Fig. 1: run 1, the metal 1 layer
Scale: 4 px per um. Supply wires on this layer in gray.
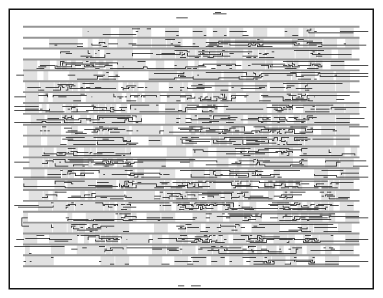
Fig. 2: run 1, local utilization
Scale: 4 px per um. 9 x 7 tiles, from dark blue (low) to red (high), 0 to 100% covered.
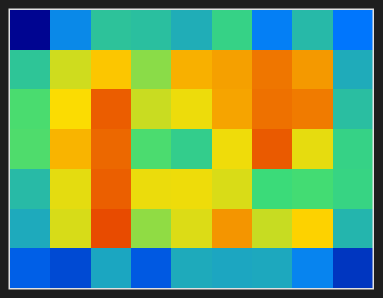
Fig. 3: run 1, I/O nets highlighted
Scale: 3 px per um.
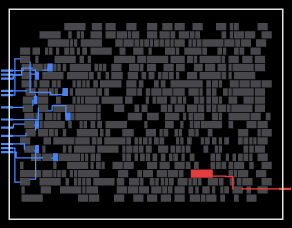
Fig. 4: run 1, cell placement
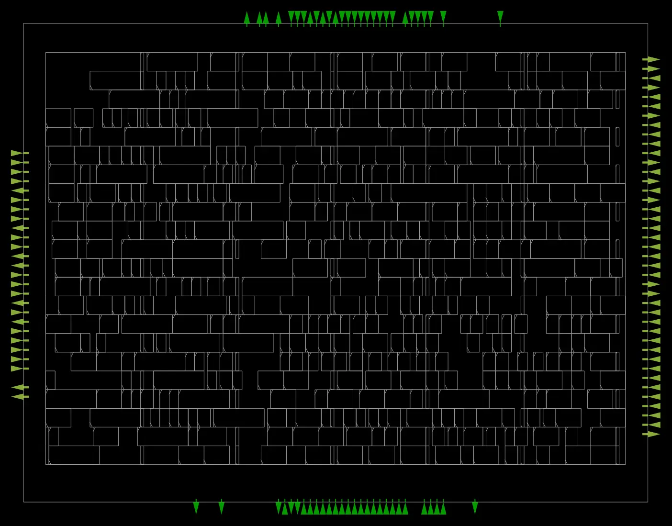
**src/rtl/lane_object_mux.sv**
```systemverilog
// lane_object_mux
//   Multi-lane, multi-variant sprite selector for the road scene. Each lane
//   carries NUM_TYPES object variants. A lane's variant change is requested
//   on its ready strobe and only takes effect at start of frame, so a sprite
//   never switches variant mid-frame. Every pixel, the lanes' active-variant
//   drawing requests are resolved by fixed lane priority. The winning colour
//   and its lane/type identity are registered out with one clock of latency.
//
// Ports
//   clk             system clock
//   resetN          synchronous reset, active high
//   start_of_frame  one-cycle pulse; commits every lane's pending selection
//   lane_ready      per-lane request strobe
//   lane_type_req   per-lane requested variant, lane i at [i*TYPE_W +: TYPE_W]
//   obj_dr          drawing request of lane i variant t at bit i*NUM_TYPES+t
//   obj_rgb         colour of lane i variant t at [(i*NUM_TYPES+t)*8 +: 8]
//   drawing_request registered: some lane draws this pixel
//   RGBOut          registered winning colour (0 when nothing draws)
//   lane_out        registered winning lane index (0 when nothing draws)
//   type_out        registered winning lane's active variant (0 when idle)
//   type_active     committed variant per lane (direct register output)
//   pending         per-lane flag: an uncommitted request is held

// ---------------------------------------------------------------------------
// Per-lane slice: request capture, frame-synchronous commit, and selection of
// the active variant's drawing request and colour.
// ---------------------------------------------------------------------------
module lane_object_mux_lane #(
    parameter int NUM_TYPES = 2,
    parameter int TYPE_W    = 3
) (
    input  logic                          clk,
    input  logic                          resetN,
    input  logic                          start_of_frame,
    input  logic                          ready,
    input  logic [TYPE_W-1:0]             type_req,
    input  logic [NUM_TYPES-1:0]          dr,
    input  logic [NUM_TYPES-1:0][7:0]     rgb,
    output logic [TYPE_W-1:0]             type_active,
    output logic                          pending,
    output logic                          lane_dr,
    output logic [7:0]                    lane_rgb
);
    // One extra bit so NUM_TYPES == 2**TYPE_W still compares correctly.
    localparam logic [TYPE_W:0] TYPE_LIMIT = NUM_TYPES[TYPE_W:0];

    logic [TYPE_W-1:0] pend_type;
    logic              req_ok;

    assign req_ok = ({1'b0, type_req} < TYPE_LIMIT);

    // Commit uses the pending value held before this edge; a request arriving
    // on the same edge is written afterwards, so it re-arms pending and waits
    // for the next frame.
    always_ff @(posedge clk) begin
        if (resetN) begin
            type_active <= '0;
            pending     <= 1'b0;
            pend_type   <= '0;
        end else begin
            if (start_of_frame && pending) begin
                type_active <= pend_type;
                pending     <= 1'b0;
            end
            if (ready && req_ok) begin
                pend_type <= type_req;
                pending   <= 1'b1;
            end
        end
    end

    // Only the committed variant is visible; the others are ignored.
    always_comb begin
        lane_dr  = 1'b0;
        lane_rgb = 8'h00;
        for (int t = 0; t < NUM_TYPES; t++) begin
            if (type_active == TYPE_W'(t)) begin
                lane_dr  = dr[t];
                lane_rgb = rgb[t];
            end
        end
    end
endmodule

// ---------------------------------------------------------------------------
// Top: lane array plus the fixed-priority pixel resolver.
// ---------------------------------------------------------------------------
module lane_object_mux #(
    parameter int NUM_LANES = 4,
    parameter int NUM_TYPES = 2,
    parameter int TYPE_W    = 3,
    parameter int LANE_W    = 4,
    parameter int LOW_FIRST = 1
) (
    input  logic                              clk,
    input  logic                              resetN,
    input  logic                              start_of_frame,
    input  logic [NUM_LANES-1:0]              lane_ready,
    input  logic [NUM_LANES*TYPE_W-1:0]       lane_type_req,
    input  logic [NUM_LANES*NUM_TYPES-1:0]    obj_dr,
    input  logic [NUM_LANES*NUM_TYPES*8-1:0]  obj_rgb,
    output logic                              drawing_request,
    output logic [7:0]                        RGBOut,
    output logic [LANE_W-1:0]                 lane_out,
    output logic [TYPE_W-1:0]                 type_out,
    output logic [NUM_LANES*TYPE_W-1:0]       type_active,
    output logic [NUM_LANES-1:0]              pending
);
    typedef struct packed {
        logic              dr;
        logic [7:0]        rgb;
        logic [LANE_W-1:0] lane;
        logic [TYPE_W-1:0] typ;
    } pix_t;

    // Packed views share the flat port layout bit-for-bit.
    logic [NUM_LANES-1:0][TYPE_W-1:0]          req_a;
    logic [NUM_LANES-1:0][TYPE_W-1:0]          act_a;
    logic [NUM_LANES-1:0][NUM_TYPES-1:0]       dr_a;
    logic [NUM_LANES-1:0][NUM_TYPES-1:0][7:0]  rgb_a;
    logic [NUM_LANES-1:0]                      lane_dr;
    logic [NUM_LANES-1:0][7:0]                 lane_rgb;

    assign req_a       = lane_type_req;
    assign dr_a        = obj_dr;
    assign rgb_a       = obj_rgb;
    assign type_active = act_a;

    for (genvar g = 0; g < NUM_LANES; g++) begin : g_lane
        lane_object_mux_lane #(
            .NUM_TYPES (NUM_TYPES),
            .TYPE_W    (TYPE_W)
        ) u_lane (
            .clk            (clk),
            .resetN         (resetN),
            .start_of_frame (start_of_frame),
            .ready          (lane_ready[g]),
            .type_req       (req_a[g]),
            .dr             (dr_a[g]),
            .rgb            (rgb_a[g]),
            .type_active    (act_a[g]),
            .pending        (pending[g]),
            .lane_dr        (lane_dr[g]),
            .lane_rgb       (lane_rgb[g])
        );
    end

    // Scan from the losing end toward the preferred end; the last hit found
    // is the winner. type_active here is the pre-commit value, matching what
    // the lanes present this cycle.
    pix_t win, pix_q;

    always_comb begin
        win = '0;
        for (int i = 0; i < NUM_LANES; i++) begin
            if (LOW_FIRST != 0) begin
                if (lane_dr[NUM_LANES-1-i]) begin
                    win.dr   = 1'b1;
                    win.rgb  = lane_rgb[NUM_LANES-1-i];
                    win.lane = LANE_W'(NUM_LANES-1-i);
                    win.typ  = act_a[NUM_LANES-1-i];
                end
            end else begin
                if (lane_dr[i]) begin
                    win.dr   = 1'b1;
                    win.rgb  = lane_rgb[i];
                    win.lane = LANE_W'(i);
                    win.typ  = act_a[i];
                end
            end
        end
    end

    // No winner leaves win all-zero, which clears every pixel output.
    always_ff @(posedge clk) begin
        if (resetN) pix_q <= '0;
        else        pix_q <= win;
    end

    assign drawing_request = pix_q.dr;
    assign RGBOut          = pix_q.rgb;
    assign lane_out        = pix_q.lane;
    assign type_out        = pix_q.typ;
endmodule

```
**config.mk**
```make
export PLATFORM = sky130hd
export DESIGN_NAME = lane_object_mux
export DESIGN_NICKNAME = d
export VERILOG_FILES = /design/src/rtl/lane_object_mux.sv
export SDC_FILE = /design/constraint.sdc
export NUM_CORES = 1
export LEC_CHECK = 0
export ABC_AREA = 1
export CORE_ASPECT_RATIO = 0.75
export CORE_MARGIN = 3
export CORE_UTILIZATION = 42
export DETAILED_ROUTE_END_ITERATION = 8
export GPL_TIMING_DRIVEN = 0
export PLACE_DENSITY = 0.84
export SKIP_CTS_REPAIR_TIMING = 1
export SYNTH_ARGS = -nofsm -noshare
export SYNTH_HDL_FRONTEND = slang
export SYNTH_SLANG_ARGS = --single-unit
```
**constraint.sdc**
```tcl
create_clock -name clk -period 2.35 [get_ports clk]
set_input_delay 0.47 -clock clk [delete_from_list [all_inputs] [get_ports clk]]
set_output_delay 0.47 -clock clk [all_outputs]
set_load 0.01 [all_outputs]
```
==> out/metrics.yaml, run 1 <==
die:
  die-width_um: 90.7
  dieArea_um2: 6300
  num_rows: 22
  die.size.y_um: 69.5
logic_synthesis:
  synth_dominant_cell_count: "nand3_1"
  syn-cell-area_um2: 2260
  ff_type: "dfxtp_1"
  synth.area.mux_share_pct: 0
  logic_family: "simple AND/OR/NAND/NOR gates"
  top_area_cell: "dfxtp_1"
  synth_async_sr_flop_share_pct: 0
  synthCells: 331
  yosys.area_share.simple_pct: 36.3
  ys_chip_area_um2: 2260
  ys_seq_share_pct: 37.3
  postSynthAreaPerCell_um2: 6.82
  yosys.area_share.adder_pct: 0
  top_area_share_pct: 37.3
  ys_top_cells_by_count: "nand3_1, nand2_1, dfxtp_1, nor2_1, o21ai_0"
  ys_cells: 331
  edf_count: 0
  compound_area_share_pct: 16.1
  synth_warnings: 0
  ys_ff: 42
  area_leaders: "dfxtp_1, nand3_1, nand2_1"
  xor_area_share_pct: 0
  ys_types: 24
power:
  p_per_area_nw_per_um2: 498
  vdd_drop_max_mv: 0.295
  power.leakage_uw: 0.00157
timing:
  setup_viol: 0
  finalSetupTns_ns: 0
  drv_slew: 0
  layout_min_cycle_time_ns: 1.83
  hold_viol: 0
  rsz0062_at_grt: "false"
  worst_pin_slew_ns: 0.611
  fin_skew_ns: 0.00421
  finalClockPeriodUsage_pct: 78.0
  slew_headroom_pct: 59.3
  hold-worst-slack_ns: 0.444
  fmax_mhz: 546
layout:
  nets: 551
  final_cell_area_um2: 3660
  syn_to_final_growth_pct: 62.3
  drive_gt1_share_pct: 9.98
  num_antenna_cells: 0
detailed_routing:
  first_iter_violations: 194
  ant_nets: 0
  wire_per_inst_um: 13.1
  drc: 0
  vias_per_cell: 5.11
  firstDrtPassIters: 5
  detail_route.wirelength_um: 6990
grt:
  grt.overflow.total: 0
  grt_pass1_wl_um: 11300
  grt_pass1_vias: 2440
  met2_usage_pct: 36.8
  grtUsageMet3_pct: 5.53
  grt_max_degree: 15
  busiest_layer: "met2"
  antenna_found_initial: 0
  grt_usage_pct: 21.6
clocking:
  clkTransAtPathRegs_ns: 0.09
  cts_buffers: 5
  cts_sinks: 42
  clock_path_buffers: 2
  cts_tree: "built"
  htree_levels: 2
  clk-insertion-delay-late_ns: 0.29
  cts_root_buf: "clkbuf_8"
worst_setup_path:
  critical_path_arrival_ns: 1.36
  crit_chain: "buf_4 -> clkdlybuf4s50_1"
  cp_slowest_cell: "clkdlybuf4s50_1"
  cp_top_family: "buffers and inverters"
  end_kind: "output pin"
  cpPeakStageDelay_ns: 0.53
  worstPathRequired_ns: 1.88
  worst-path-buf-inv: 2
  worst-path-max-fanout: 4
  path_class: "flip-flop to output pin"
  startpoint_type: "flip-flop"
outcome:
  status: "complete, no violations"
flow_run:
  log.warning_count: 26
  drv_cap: 0
placement:
  post-dp-hpwl_um: 5580
  gp_congestion: 0.873
  placed_area_um2: 3550
min_path:
  hold_path_class: "flip-flop to flip-flop"
-- Fig. 1 (at the start) --
The longest straight run is 31.7 um. The wires run mostly horizontal. The layer holds 44% of the routed length. 487 nets have wire on it. The layer carries 3,080 um of wire.
via count: 2,725
met1 usage: 27.5%

-- Fig. 2 (at the start) --
The fullest tile reaches 92%. 1.6% of the tiles are nearly empty. 25% of the tiles are over 75% full. The mean over all tiles is 57%.
Core Area: 5040 um2
FP Util: 44.8%
Finished Core Util: 72.7%

-- Fig. 3 (at the start) --
Key: red = drawing_request [direction output, end cells 1, wire 24.2 um]; blue = lane_type_req [direction input, end cells 8, wire 164 um]
IO Count: 123
Port Buf Inserts: 119

-- Fig. 4 (at the start) --
Fillers: 440
sequential share of cell area: 23.0%
fin cells: 533
n_taps: 72

## run 1: stage by stage
step / power (uW) / instances / util (%) / worst slack, ns
finish: 1820 / 533 / 72.7 / 0.518
global route: 1910 / 533 / 72.7 / 0.467
CTS: 1830 / 533 / 72.7 / 0.522
detailed placement: 1250 / 525 / 70.5 / 0.515
global placement: 1240 / 525 / 70.5 / 0.566
floorplan: 995 / 334 / - / 1.03
## run 1: flip-flops by register name (all words and copies together) (netlist names)
register                   flops
type_out                       3
RGBOut                         8
g_lane.u_lane.pend_type       12
g_lane.u_lane.pending          4
g_lane.u_lane.type_active     12
lane_out                       2
drawing_request                1
## run 1: kinds of logic after synthesis
logic type      count (synthesis)
other cells                     1
compound gates                 62
flops                          42
buf+inv                        46
simple gates                  180
## run 1: cell type report
| cell class | instances | area (um2) |
|---|---|---|
| plain buffers | 19 | 126 |
| multi-input cells | 246 | 1200 |
| clock inverters | 3 | 43.8 |
| inverters | 27 | 104 |
| well taps | 72 | 90.1 |
| fillers | 440 | 1380 |
| flip-flops and latches | 42 | 841 |
| repair buffers | 119 | 1190 |
| clock buffers | 5 | 68.8 |
## run 1: cells in the final DEF, fill, tap and decap left out, types with 3 or more instances in the layout
cell | netlist | layout
clkdlybuf4s50_1 | 0 | 119
nand3_1 | 70 | 70
nand2_1 | 65 | 65
dfxtp_1 | 42 | 42
nor2_1 | 33 | 33
o21ai_0 | 24 | 24
inv_1 | 23 | 23
a21oi_1 | 20 | 20
buf_4 | 9 | 9
a31oi_1 | 9 | 9
a21oi_2 | 8 | 8
buf_2 | 5 | 5
clkbuf_8 | 0 | 5
nor2_4 | 4 | 4
conb_1 | 1 | 4
inv_2 | 3 | 3
nand2_2 | 3 | 3
## run 1: worst register-to-register path, stage by stage (launching register included)
cell and delay (ns):
dfxtp_1 0.32, buf_4 0.16, inv_2 0.17, nand3_2 0.12, nand2_2 0.20, inv_2 0.12
nand3_1 0.11, nand2_1 0.08, nand2_1 0.08, a21oi_2 0.05
## run 1: final timing paths
kind / start / to / slack (ns) / depth (start not counted)
max: g_lane[3].u_lane.pending / pending[3] / 0.52 / 2
min reg2reg: g_lane[2].u_lane.pend_type[2] / g_lane[2].u_lane.pend_type[2] / 0.44 / 2
min: g_lane[2].u_lane.pend_type[2] / g_lane[2].u_lane.pend_type[2] / 0.44 / 2
max reg2reg: g_lane[2].u_lane.type_active[0] / RGBOut[5] / 0.82 / 9
## run 1: power by group
part | switching, uW | internal [uW]
clock | 268 | 319
combinational | 210 | 268
sequential | 14.3 | 744
total | 492 | 1330
## run 1: layer usage
metal / vias up / wire length (um)
met4: 0 / 94
met5: - / 0
li1: 1358 / -
met2: 126 / 3180
met3: 16 / 631
met1: 1225 / 3080
==> run 1 -> run 2 <==
--- a/config.mk
+++ b/config.mk
@@ -8,10 +8,10 @@
 export ABC_AREA = 1
 export CORE_ASPECT_RATIO = 0.75
 export CORE_MARGIN = 3
-export CORE_UTILIZATION = 42
+export CORE_UTILIZATION = 39
 export DETAILED_ROUTE_END_ITERATION = 8
 export GPL_TIMING_DRIVEN = 0
-export PLACE_DENSITY = 0.84
+export PLACE_DENSITY = 0.79
 export SKIP_CTS_REPAIR_TIMING = 1
 export SYNTH_ARGS = -nofsm -noshare
 export SYNTH_HDL_FRONTEND = slang
==> constraint.sdc (replaced) <==
create_clock -name clk -period 1.7 [get_ports clk]
set_input_delay 0.34 -clock clk [delete_from_list [all_inputs] [get_ports clk]]
set_output_delay 0.34 -clock clk [all_outputs]
set_load 0.01 [all_outputs]
Fig. 5: run 2, I/O nets highlighted
Scale: 3 px per um.
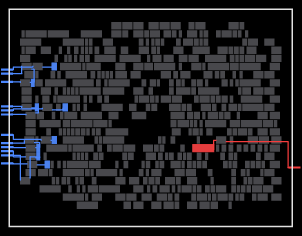
Key: blue = lane_type_req [direction input, end cells 8, wire 119 um]; red = drawing_request [direction output, end cells 1, wire 34.0 um]

Fig. 6: run 2, cell placement
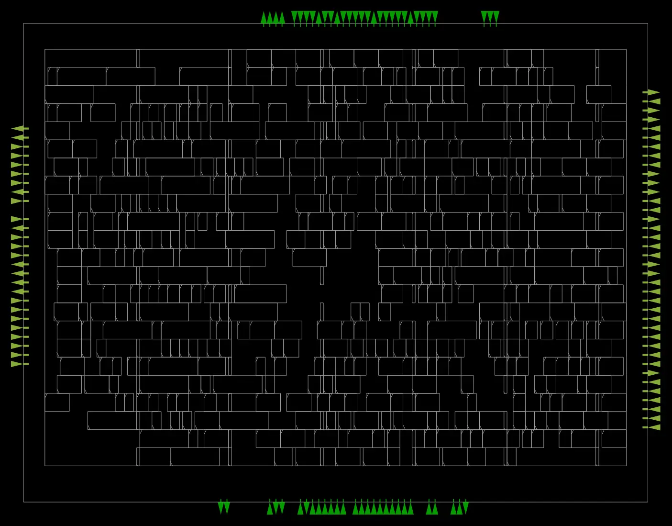
fin cells: 536
sequential share of cell area: 23.1%
Core Area: 5470 um2
Site Rows: 23

==> out/metrics.yaml, run 2 <==
grt:
  grt_pass1_wl_um: 11300  # -0.25%
  grt_max_degree: 14  # -1
  grt_usage_pct: 20.5  # -1.1 points
  grt.overflow.total: 0  # unchanged
  antenna_found_initial: 0  # unchanged
  grt_pass1_vias: 2500  # +2.5%
clocking:
  clkTransAtPathRegs_ns: 0.08  # about the same
  cts_sinks: 42  # unchanged
  cts_root_buf: "clkbuf_8"
  clock_path_buffers: 2  # unchanged
  cts_tree: "built"
  cts_buffers: 5  # unchanged
  clk-insertion-delay-late_ns: 0.29  # about the same
  htree_levels: 2  # unchanged
logic_synthesis:
  compound_area_share_pct: 16.1  # unchanged
  top_area_share_pct: 37.3  # unchanged
  yosys.area_share.simple_pct: 36.3  # unchanged
  ys_seq_share_pct: 37.3  # unchanged
  synth_async_sr_flop_share_pct: 0  # unchanged
  ys_ff: 42  # unchanged
  ys_types: 24  # unchanged
  ys_cells: 331  # unchanged
  syn-cell-area_um2: 2260  # unchanged
  logic_family: "simple AND/OR/NAND/NOR gates"
  synthCells: 331  # unchanged
  synth_dominant_cell_count: "nand3_1"
  ys_top_cells_by_count: "nand3_1, nand2_1, dfxtp_1, nor2_1, o21ai_0"
  synth_warnings: 0  # unchanged
  area_leaders: "dfxtp_1, nand3_1, nand2_1"
  ff_type: "dfxtp_1"
  top_area_cell: "dfxtp_1"
  edf_count: 0  # unchanged
  xor_area_share_pct: 0  # unchanged
  postSynthAreaPerCell_um2: 6.82  # unchanged
  synth.area.mux_share_pct: 0  # unchanged
  yosys.area_share.adder_pct: 0  # unchanged
  ys_chip_area_um2: 2260  # unchanged
flow_run:
  log.warning_count: 26  # unchanged
  drv_cap: 0  # unchanged
detailed_routing:
  detail_route.wirelength_um: 6870  # -1.7%
  firstDrtPassIters: 4  # -1
  first_iter_violations: 109  # -44%
  drc: 0  # unchanged
  wire_per_inst_um: 12.8  # -2.2%
  ant_nets: 0  # unchanged
  vias_per_cell: 5.01  # -1.9%
  vias: 2687  # -1.4%
worst_setup_path:
  cp_slowest_cell: "clkdlybuf4s50_1"
  crit-reg2reg-launch: "g_lane[2].u_lane.type_active[0]"
  timing.rr.end: "RGBOut[5]"
  reg2reg_depth: 9  # unchanged
  startpoint_type: "flip-flop"
  cp_top_family: "buffers and inverters"
  cp.depth: 2  # unchanged
  cpPeakStageDelay_ns: 0.52  # about the same
  cp-startpoint: "g_lane[0].u_lane.pending"
  worstPathRequired_ns: 1.36  # -0.52 ns
  cp-endpoint: "pending[0]"
  crit_chain: "buf_4 -> clkdlybuf4s50_1"
  worst-path-buf-inv: 2  # unchanged
  worst-path-max-fanout: 3  # -1
  path_class: "flip-flop to output pin"
  r2r_slack_ns: 0.15  # -0.67 ns
  critical_path_arrival_ns: 1.28  # -0.08 ns
  end_kind: "output pin"
timing:
  fmax_mhz: 616
  drv_slew: 0  # unchanged
  slew_headroom_pct: 59.6  # +0.28 points
  setup_viol: 0  # unchanged
  hold_viol: 0  # unchanged
  layout_min_cycle_time_ns: 1.62
  fin_skew_ns: 0.00539  # +0.00118 ns
  worst_pin_slew_ns: 0.606  # -0.00416 ns
  fin_ws_ns: 0.0767  # -0.441 ns
  finalClockPeriodUsage_pct: 95.5
  rsz0062_at_grt: "false"
  finalSetupTns_ns: 0  # unchanged
placement:
  portBuffers: 119  # unchanged
  gp_congestion: 0.830  # -4.9%
  post-place-ws_ns: 0.0113  # -0.503 ns
  post-dp-hpwl_um: 5420  # -2.9%
layout:
  drive_gt1_share_pct: 10.2  # +0.22 points
  final_cell_mix: "clkdlybuf4s50_1, nand3_1, nand2_1"
  mostFrequentLayoutCell: "clkdlybuf4s50_1"
  syn_to_final_growth_pct: 61.5
  nets: 551  # unchanged
  num_antenna_cells: 0  # unchanged
die:
  pin_count: 123  # unchanged
  die.size.y_um: 71.9  # +3.5%
  die-width_um: 93.8  # +3.5%
  fp_util_pct: 41.3  # -3.5 points
  dieArea_um2: 6750  # +7.1%
outcome:
  status: "complete, no violations"
power:
  vdd_drop_max_mv: 0.425  # +44%
  power.leakage_uw: 0.00157  # +0.31%
  p_per_area_nw_per_um2: 643  # +29%
min_path:
  hold_path_class: "input pin to flip-flop"
-- run 2: cell types whose count changed in the layout (fill, tap and decap cells not counted) --
| cell | delta |
|---|---|
| dfxtp_1 | -2 |
| dfxtp_2 | +2 |
| bufinv_16 | -1 |
| clkbuf_1 | +1 |
| clkdlybuf4s50_1 | -1 |
| clkinv_4 | +1 |
| dlymetal6s2s_1 | +1 |
| inv_6 | -1 |
-- run 2: cells by family after synthesis --
| kind of cell | count (synthesis) |
|---|---|
| AOI/OAI and AO/OA | 62 |
| buffers and inverters | 46 |
| DFF | 42 |
| other | 1 |
| and+or+nand+nor | 180 |
-- run 2: area by class of cell --
class                      count  area, um2
sequential                    42        843
multi-input combinational    246       1200
fill                         499       1820
inverter                      27        104
clock inverter                 2       13.8
clock buffer                   6       72.6
buffer                        19        126
timing repair buffer         119       1190
tap                           75       93.8
-- run 2: per-layer routing --
metal	GRT usage, %	vias up	routed length (um)
li1	-	1354	-
met1	25.6	1215	2950
met2	35.5	105	3230
met3	5.14	13	583
met4	5.13	0	106
met5	0	-	0
-- run 2: where the power goes --
group | internal [uW] | switching, uW | total, uW
clock network | 290 | 348 | 638
logic | 371 | 286 | 657
registers | 1030 | 19.9 | 1050
-- run 2: stage by stage --
stage	cells	util (%)	power [uW]	instance area, um2	hold slack, ns
6_report	536	66.7	2340	3640	0.347
4_1_cts	536	66.6	2360	3640	0.350
3_3_place_gp	528	65.0	1720	3550	0.429
3_5_place_dp	528	65.0	1730	3550	0.431
5_1_grt	536	66.7	2480	3640	0.344
2_1_floorplan	334	-	1370	2270	0.422
-- run 2: how the worst min path moves through the flow --
stage / from / end / slack, ns / depth (start not counted)
floorplan: g_lane[0].u_lane.pend_type[1] / g_lane[0].u_lane.pend_type[1] / 0.42 / 2
global placement: g_lane[0].u_lane.pend_type[2] / g_lane[0].u_lane.pend_type[2] / 0.43 / 2
detailed placement: g_lane[0].u_lane.pend_type[2] / g_lane[0].u_lane.pend_type[2] / 0.43 / 2
CTS: resetN / RGBOut[0] / 0.35 / 2
global route: resetN / RGBOut[6] / 0.34 / 2
finish: resetN / RGBOut[0] / 0.35 / 2
Power figures rest on the tool's default switching activity, not on a simulated workload.
